## config.mk

```make
export PLATFORM = sky130hd
export DESIGN_NAME = pipe_reg_chain
export DESIGN_NICKNAME = d
export VERILOG_FILES = /design/src/rtl/pipe_reg_chain.sv
export SDC_FILE = /design/constraint.sdc
export NUM_CORES = 1
export LEC_CHECK = 0
export CORE_UTILIZATION = 55
export CTS_CLUSTER_SIZE = 30
export DETAILED_ROUTE_END_ITERATION = 7
export DONT_BUFFER_PORTS = 1
export MAX_ROUTING_LAYER = met4
export PLACE_DENSITY = 0.7
export SETUP_SLACK_MARGIN = 0.2
export SYNTH_ARGS = -nofsm -noshare
export SYNTH_HDL_FRONTEND = slang
export SYNTH_SLANG_ARGS = --single-unit
```

## constraint.sdc

```tcl
create_clock -name CLK -period 1.6 [get_ports CLK]
set_input_delay 0.32 -clock CLK [delete_from_list [all_inputs] [get_ports CLK]]
set_output_delay 0.32 -clock CLK [all_outputs]
set_load 0.1 [all_outputs]
```

## src/rtl/pipe_reg_chain.sv

```systemverilog
// pipe_reg_chain: elastic WIDTH x DEPTH register pipeline
// with valid/ready handshake, bubble collapse and sync flush.
//
// Ports:
//   CLK        rising-edge clock
//   RST        synchronous reset, active-high
//   FLUSH      synchronous clear of all stage valids
//   IN         input data word
//   IN_VALID   IN holds a valid word
//   IN_READY   pipeline accepts IN this cycle
//   OUT        data of the last stage
//   OUT_VALID  last stage holds a valid word
//   OUT_READY  consumer accepts OUT this cycle
//   OCC        number of valid stages (registered)
//   STALL_CNT  saturating stall counter, present only
//              when PIPE_REG_CHAIN_STALL_CNT_EN is defined
module pipe_reg_chain #(
  parameter int WIDTH = 8,
  parameter int DEPTH = 2,
  parameter int OCC_W = $clog2(DEPTH + 1)
) (
  input  logic             CLK,
  input  logic             RST,
  input  logic             FLUSH,
  input  logic [WIDTH-1:0] IN,
  input  logic             IN_VALID,
  output logic             IN_READY,
  output logic [WIDTH-1:0] OUT,
  output logic             OUT_VALID,
  input  logic             OUT_READY,
  output logic [OCC_W-1:0] OCC
`ifdef PIPE_REG_CHAIN_STALL_CNT_EN
  ,
  output logic [15:0]      STALL_CNT
`endif
);

  logic [DEPTH-1:0] v;
  logic [DEPTH-1:0] v_nxt;
  logic [WIDTH-1:0] d     [DEPTH];
  logic [WIDTH-1:0] d_nxt [DEPTH];

  // rdy[i]: stage i may load this edge
  logic [DEPTH-1:0] rdy;
  logic             rdy_acc;

  // cv/cd: valid and data offered to stage i
  logic [DEPTH-1:0] cv;
  logic [WIDTH-1:0] cd [DEPTH];

  logic [OCC_W-1:0] occ;
  logic [OCC_W-1:0] occ_nxt;

  genvar g;
  generate
    for (g = 0; g < DEPTH; g++) begin : g_src
      if (g == 0) begin : g_head
        assign cv[g] = IN_VALID;
        assign cd[g] = IN;
      end else begin : g_body
        assign cv[g] = v[g-1];
        assign cd[g] = d[g-1];
      end
    end
  endgenerate

  // Ready ripples back from the consumer; any empty
  // stage at or after i lets stage i advance, which
  // is what collapses bubbles.
  always_comb begin
    rdy     = '0;
    rdy_acc = OUT_READY;
    for (int i = DEPTH - 1; i >= 0; i--) begin
      rdy_acc = !v[i] || rdy_acc;
      rdy[i]  = rdy_acc;
    end
  end

  // Data is only captured behind a valid word so a
  // drained pipeline keeps its last OUT value.
  always_comb begin
    v_nxt = v;
    d_nxt = d;
    for (int i = 0; i < DEPTH; i++) begin
      if (rdy[i]) begin
        v_nxt[i] = cv[i];
        if (cv[i]) begin
          d_nxt[i] = cd[i];
        end
      end
    end
  end

  always_comb begin
    occ_nxt = '0;
    for (int i = 0; i < DEPTH; i++) begin
      occ_nxt = occ_nxt + OCC_W'(v_nxt[i]);
    end
  end

  always_ff @(posedge CLK) begin
    if (RST) begin
      v   <= '0;
      occ <= '0;
      for (int i = 0; i < DEPTH; i++) begin
        d[i] <= '0;
      end
    end else if (FLUSH) begin
      v   <= '0;
      occ <= '0;
    end else begin
      v   <= v_nxt;
      occ <= occ_nxt;
      d   <= d_nxt;
    end
  end

  assign IN_READY  = rdy[0];
  assign OUT       = d[DEPTH-1];
  assign OUT_VALID = v[DEPTH-1];
  assign OCC       = occ;

`ifdef PIPE_REG_CHAIN_STALL_CNT_EN
  logic [15:0] stall_cnt;

  always_ff @(posedge CLK) begin
    if (RST || FLUSH) begin
      stall_cnt <= '0;
    end else if (v[DEPTH-1] && !OUT_READY &&
                 stall_cnt != 16'hFFFF) begin
      stall_cnt <= stall_cnt + 16'd1;
    end
  end

  assign STALL_CNT = stall_cnt;
`else
  // no stall counter in this build
`endif

endmodule

```

==> Changelog: implementation, run 1 <==
### Physical design

- Gate power share: 0.090
- TritonRoute pass-1 iters: 4
- Yosys Chip Area: 865.8 um2
- Max Slew Vio Count: 0
- Sequential power share: 0.587
- Clock slew at reported path FFs: 100 ps
- WP data arrival: 1030 ps
- Die x size: 41.68 um
- Top Consumer: sequential cells
- Critical Path Slowest Stage Cell: dfxtp_4
- Post-DRT Antenna Nets: 0
- Initial antenna violation count: 0
- Seq/Total Area, Yosys: 0.4624
- Post-synth cell types: 17
- Drt drc: 0
- Synthesized net count: 102
- Pwr/cell area: 889.8 mW/mm2
- Gr ovfl total: 0
- Share of cells above drive strength 1: 0.2449
- Req. time, crit path: 1280 ps
- Adder Area Share: 0.01445
- Peak supply drop: 722.0 uV
- Final number of setup-violating endpoints: 0
- Worst setup EP type: output port
- Core Density at Floorplan: 0.6262
- P_leak: 0.0003776 uW
- Power Combinational: 80.1 uW
- Area of the core: 0.001383 mm2
- Top logic family: simple AND/OR/NAND/NOR gates
- DRT met1 WL: 731 um
- Root buf cell: clkbuf_4
- Status: complete, no violations
- Area delta synth->final: 15.17%
- Synthesized cell area: 865.8 um2
- Post-CTS Setup Bufs: 1
- H-tree levels: 1
- Worst slew pin tran: 377.3 ps
[run 1: state kept, by name, summed over array words and instances (netlist names)]
signal,cells
v,2
OCC,2
cd,8
OUT,8
[run 1: worst paths after layout]
check              from       end  slack [ps]
setup / recovery   v[1]  IN_READY         250
hold / removal    FLUSH      v[0]          70
setup reg to reg   v[1]     cd[2]         290
hold reg to reg   cd[5]    OUT[5]         460
[run 1: final cells by class]
| cell class | count | area (um2) |
|---|---|---|
| repair buffers | 12 | 90.09 |
| well taps | 15 | 18.77 |
| fillers | 116 | 385.4 |
| clock buffers | 4 | 36.28 |
| flip-flops and latches | 20 | 405.4 |
| multi-input cells | 62 | 446.7 |
[run 1: cell usage after synthesis]
library cell	count	area (um2)
a21oi_4	1	16.27
buf_4	2	15.01
nor2b_4	1	13.76
buf_2	4	20.02
nor3b_2	1	12.51
nand2_1	1	3.750
nor3b_1	3	22.52
a21oi_1	8	40.04
and2b_2	1	8.760
o21ai_0	8	40.04
nand2b_4	1	13.76
mux2i_1	8	80.08
ha_1	1	12.51
a21o_1	1	7.510
dfxtp_1	20	400.4
nand3_1	8	40.04
nand2b_1	19	118.9
[run 1: metrics by stage]
stage	hold WS, ps	setup WS (ps)	power (uW)	utilization
after floorplan	386.3	129.8	607.9	-
after global placement	391.7	352.4	609.8	0.6824
after detailed placement	391.8	317.0	611.1	0.6824
after CTS	65.78	217.2	896.3	0.7204
after global routing	48.32	191.8	928.1	0.7213
final	73.87	251.4	887.3	0.7213
[run 1: critical path, delay by kind of cell, from the launching register on]
| family | cells | cell delay, ps |
|---|---|---|
| AND/OR/NAND/NOR | 2 | 380 |
| flip-flops | 1 | 360 |
[run 1: cells by family after synthesis]
family                     Yosys count
buffers and inverters                6
DFF                                 20
muxes                                8
adders and majority gates            1
and+or+nand+nor                     35
AOI/OAI and AO/OA                   18
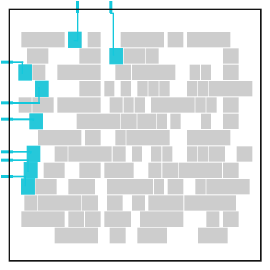
**Above:** run 1 (I/O nets highlighted).
Drawn at 6 px/um.
| colour | port | bits | direction | end cells | buffers | wire |
|---|---|---|---|---|---|---|
| cyan | IN | 8 | input | 8 | 0 | 38.4 um |

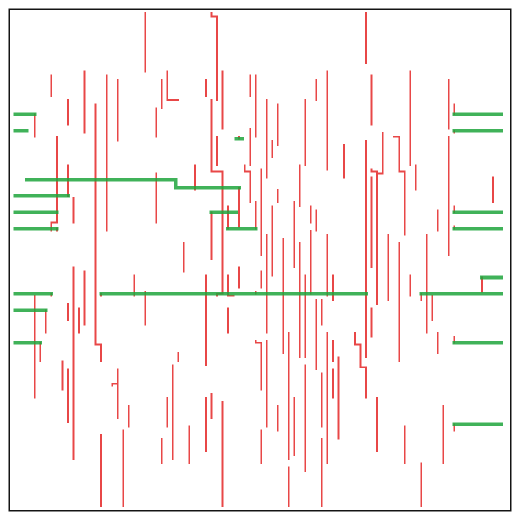
**Above:** run 1 (metal layers overlaid).
Drawn at 12 px/um. Two of the layers only.
| colour | layer | wire length |
|---|---|---|
| red | metal 2 | 584 um |
| green | metal 3 | 98.2 um |

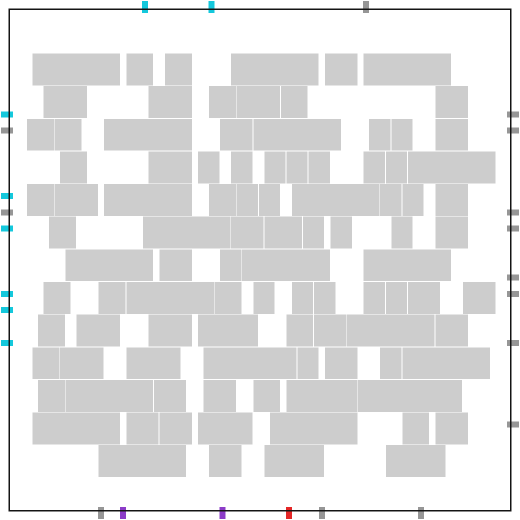
**Above:** run 1 (pin placement).
Drawn at 12 px/um. Pins as bars across the die edge, other pins in grey.
| colour | port | pins | direction | edge |
|---|---|---|---|---|
| purple | OCC | 2 | output | bottom |
| red | IN_VALID | 1 | input | bottom |
| cyan | IN | 8 | input | 6 left, 2 top |
all pins by edge: 8 left, 8 right, 6 bottom, 3 top

--- run 2 (diff from run 1) ---
- clock period: 1.6 -> 1.39 ns (I/O delays scaled with it)
==> run 2 against run 1 <==
Compared with the run above: count of clock-buffer cells in the layout unchanged; register-to-register slack worse by 140 ps; cell count up 4.4%; synthesized cell count stayed put; utilization rose by 9.0 points.
==> Changelog: implementation, run 2 <==
### Physical design

- CTS Buf Count: 3
- Yosys simple share: 0.2702
- Async SR Flop Fraction: 0 (unchanged)
- Post-synth cell types: 17 (unchanged)
- Drt via density: 5.559
- Post-layout period usage: 0.9616
- Die x size: 41.68 um (unchanged)
- WP data arrival: 1060 ps (+30 ps)
- Peak supply drop: 933.2 uV (+29%)
- Core Density at Floorplan: 0.6262 (unchanged)
- Number of global-route vias before repair: 540
- P_leak: 0.0004214 uW (+12%)
- Worst setup EP type: output port
- Number of enable flip-flop cells: 0 (unchanged)
- Req. time, crit path: 1110 ps (-170 ps)
- Top logic family: simple AND/OR/NAND/NOR gates
- DIE HEIGHT: 41.68 um
- MaxCap Viol Count: 0
- Placer Congestion: 0.6929
- Hpwl dp: 1012 um
- Clock Latency Late Sink: 290 ps
- Startpoint Class: flop
- Mux frac, synth: 0.09249
- Initial antenna violation count: 0 (unchanged)
- Dominant flop cell: dfxtp_1
- Most used standard cell by instance count after synthesis: dfxtp_1
- Layout Skew: 1.010 ps
- Biggest area cells: dfxtp_1 (46%), nand2b_1 (14%), mux2i_1 (9.2%)
- Post-DRT Antenna Nets: 0 (unchanged)
- Yosys Chip Area: 865.8 um2 (unchanged)
- Worst slew pin tran: 276.5 ps (-100.7 ps)
- TritonCTS clock tree: yes
- Area of the core: 0.001383 mm2 (unchanged)
- Setup TNS: 0 ps
- Fin. Hold Viols: 0
- Yosys cell count: 88
- Slew Limit Headroom: 0.8171
- Synthesized net count: 102 (unchanged)
- Max clock buf depth: 2
- Critical path class: reg -> out
- First-pass GRT wire length: 2421 um
- H-tree levels: 1 (unchanged)
- Gr ovfl total: 0 (unchanged)
- Fmax: 748.2 MHz
- OpenROAD warnings: 30
- Vias post-DR: 656
- Largest net degree at the start of global routing: 29
- Fillers: 86 (-26%)
- Share of cells above drive strength 1: 0.3689 (+0.1240)
- Unrepaired setup endpoints after global routing: true
- Most frequent cells in the layout: nand2b_1 (19), dfxtp_1 (10), dfxtp_2 (9)
- Area leader, netlist: dfxtp_1
- DR WL/cell: 13.27 um
- CP max FO: 4
- Complex Gates by Area: 0.1199
- Area delta synth->final: 29.48%
- Root buf cell: clkbuf_4
- Gate Count Post-Synth: 88
- Max Slew Vio Count: 0 (unchanged)
- Final number of setup-violating endpoints: 0 (unchanged)
- Status: complete, no violations
- Pwr/cell area: 926.8 mW/mm2 (+4.2%)
- Reg area: 415.4 um2 (+2.5%)
- Die area: 0.001737 mm2
- Area leader share: 0.4624 (unchanged)
- Yosys warnings: 0
- Post-synth regs: 20
- TritonRoute pass-1 iters: 4 (unchanged)
- Drt drc: 0 (unchanged)
- Synthesized cell area: 865.8 um2 (unchanged)
- Clock slew at reported path FFs: 100 ps (about the same)
- Adder Area Share: 0.01445 (unchanged)
- Port-buffer cells: 0
- Most frequent cells after synthesis: dfxtp_1 (20), nand2b_1 (19)
- Hold Path Class: in -> reg
- Tot Pwr: 1039 uW (+17%)
- Post-Route WL: 1566 um
- Gate Area: 460.4 um2 (+3.1%)
- Seq/Total Area, Yosys: 0.4624 (unchanged)
## run 2: final timing paths
kind                                 end   from  slack (ps)  cells after the start
worst max register to register    OCC[0]   v[1]         150                      4
worst min-delay path              OUT[3]    RST          30                      1
worst min register to register    OUT[3]  cd[3]         470                      2
worst max-delay path            IN_READY   v[1]          50                      2
## run 2: repair_timing
action	CTS	global route
endpoints found under the hold margin	0	5
resized	12	4
setup endpoints to repair	12	14
buffers inserted	1	1
hold buffers	0	2
pin swaps	2	1
## run 2: power by group
part	switching [uW]	internal, uW	total, uW
Clock	168	160	327
Sequential	12.0	589	601
Combinational	58.4	52.8	111
Total	238	801	1040
## run 2: metrics by stage
stage               instances  hold slack (ps)  instance area (um2)  setup WS (ps)    util
floorplan                  88            344.3                895.9         -80.17       -
global placement          110            342.3                973.4          241.2  0.7041
detailed placement        110            343.2                973.4          174.9  0.7041
CTS                       115            10.85                 1066          43.05  0.7710
global route              118            2.126                 1121         -6.442  0.8109
finish                    118            29.21                 1121          53.41  0.8109
## run 2: cell families after synthesis
group	after synthesis
and+or+nand+nor	35
DFF	20
AOI/OAI and AO/OA	18
muxes	8
buffers and inverters	6
adders and majority gates	1
## run 2: routing by layer
layer	routed length, um	vias to the layer above	GRT usage	part of all wire
li1	-	333	-	-
met1	738	294	0.2514	0.47
met2	724	25	0.2656	0.46
met3	88	4	0.07391	0.056
met4	14	0	0.07097	0.0089
met5	0	-	-	0
## run 2: critical path, cell delays in order (launching register included)
cell and delay, ps:
dfxtp_4 360, nor2b_4 240, nand2_8 160
## run 2: final cells by class
type | count | share of cell area
multi-input cells | 62 | 0.4107
flip-flops and latches | 20 | 0.3705
repair buffers | 17 | 0.1696
clock buffers | 4 | 0.03237
well taps | 15 | 0.01674
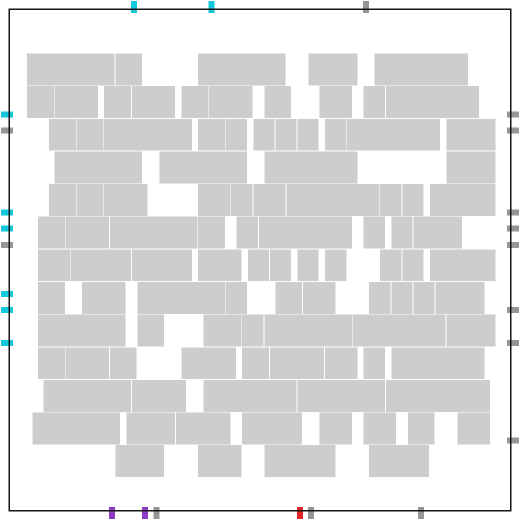
**Above:** run 2 (pin placement).
Drawn at 12 px/um. Pins as bars across the die edge, other pins in grey.
| colour | port | pins | direction | edge |
|---|---|---|---|---|
| red | IN_VALID | 1 | input | bottom |
| purple | OCC | 2 | output | bottom |
| cyan | IN | 8 | input | 6 left, 2 top |

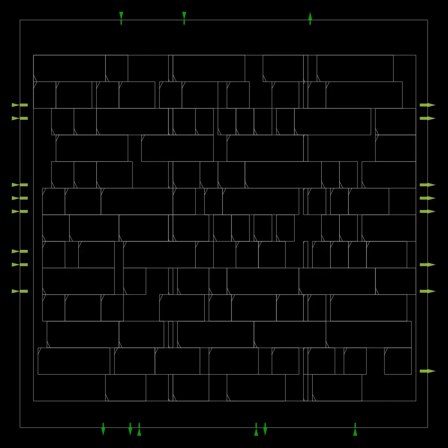
**Above:** run 2 (cell outlines without signal wires).
standard-cell rows: 13
non-filler instance count after layout: 118
fraction of area in registers: 0.3705

Power and IR drop assume default switching activity.
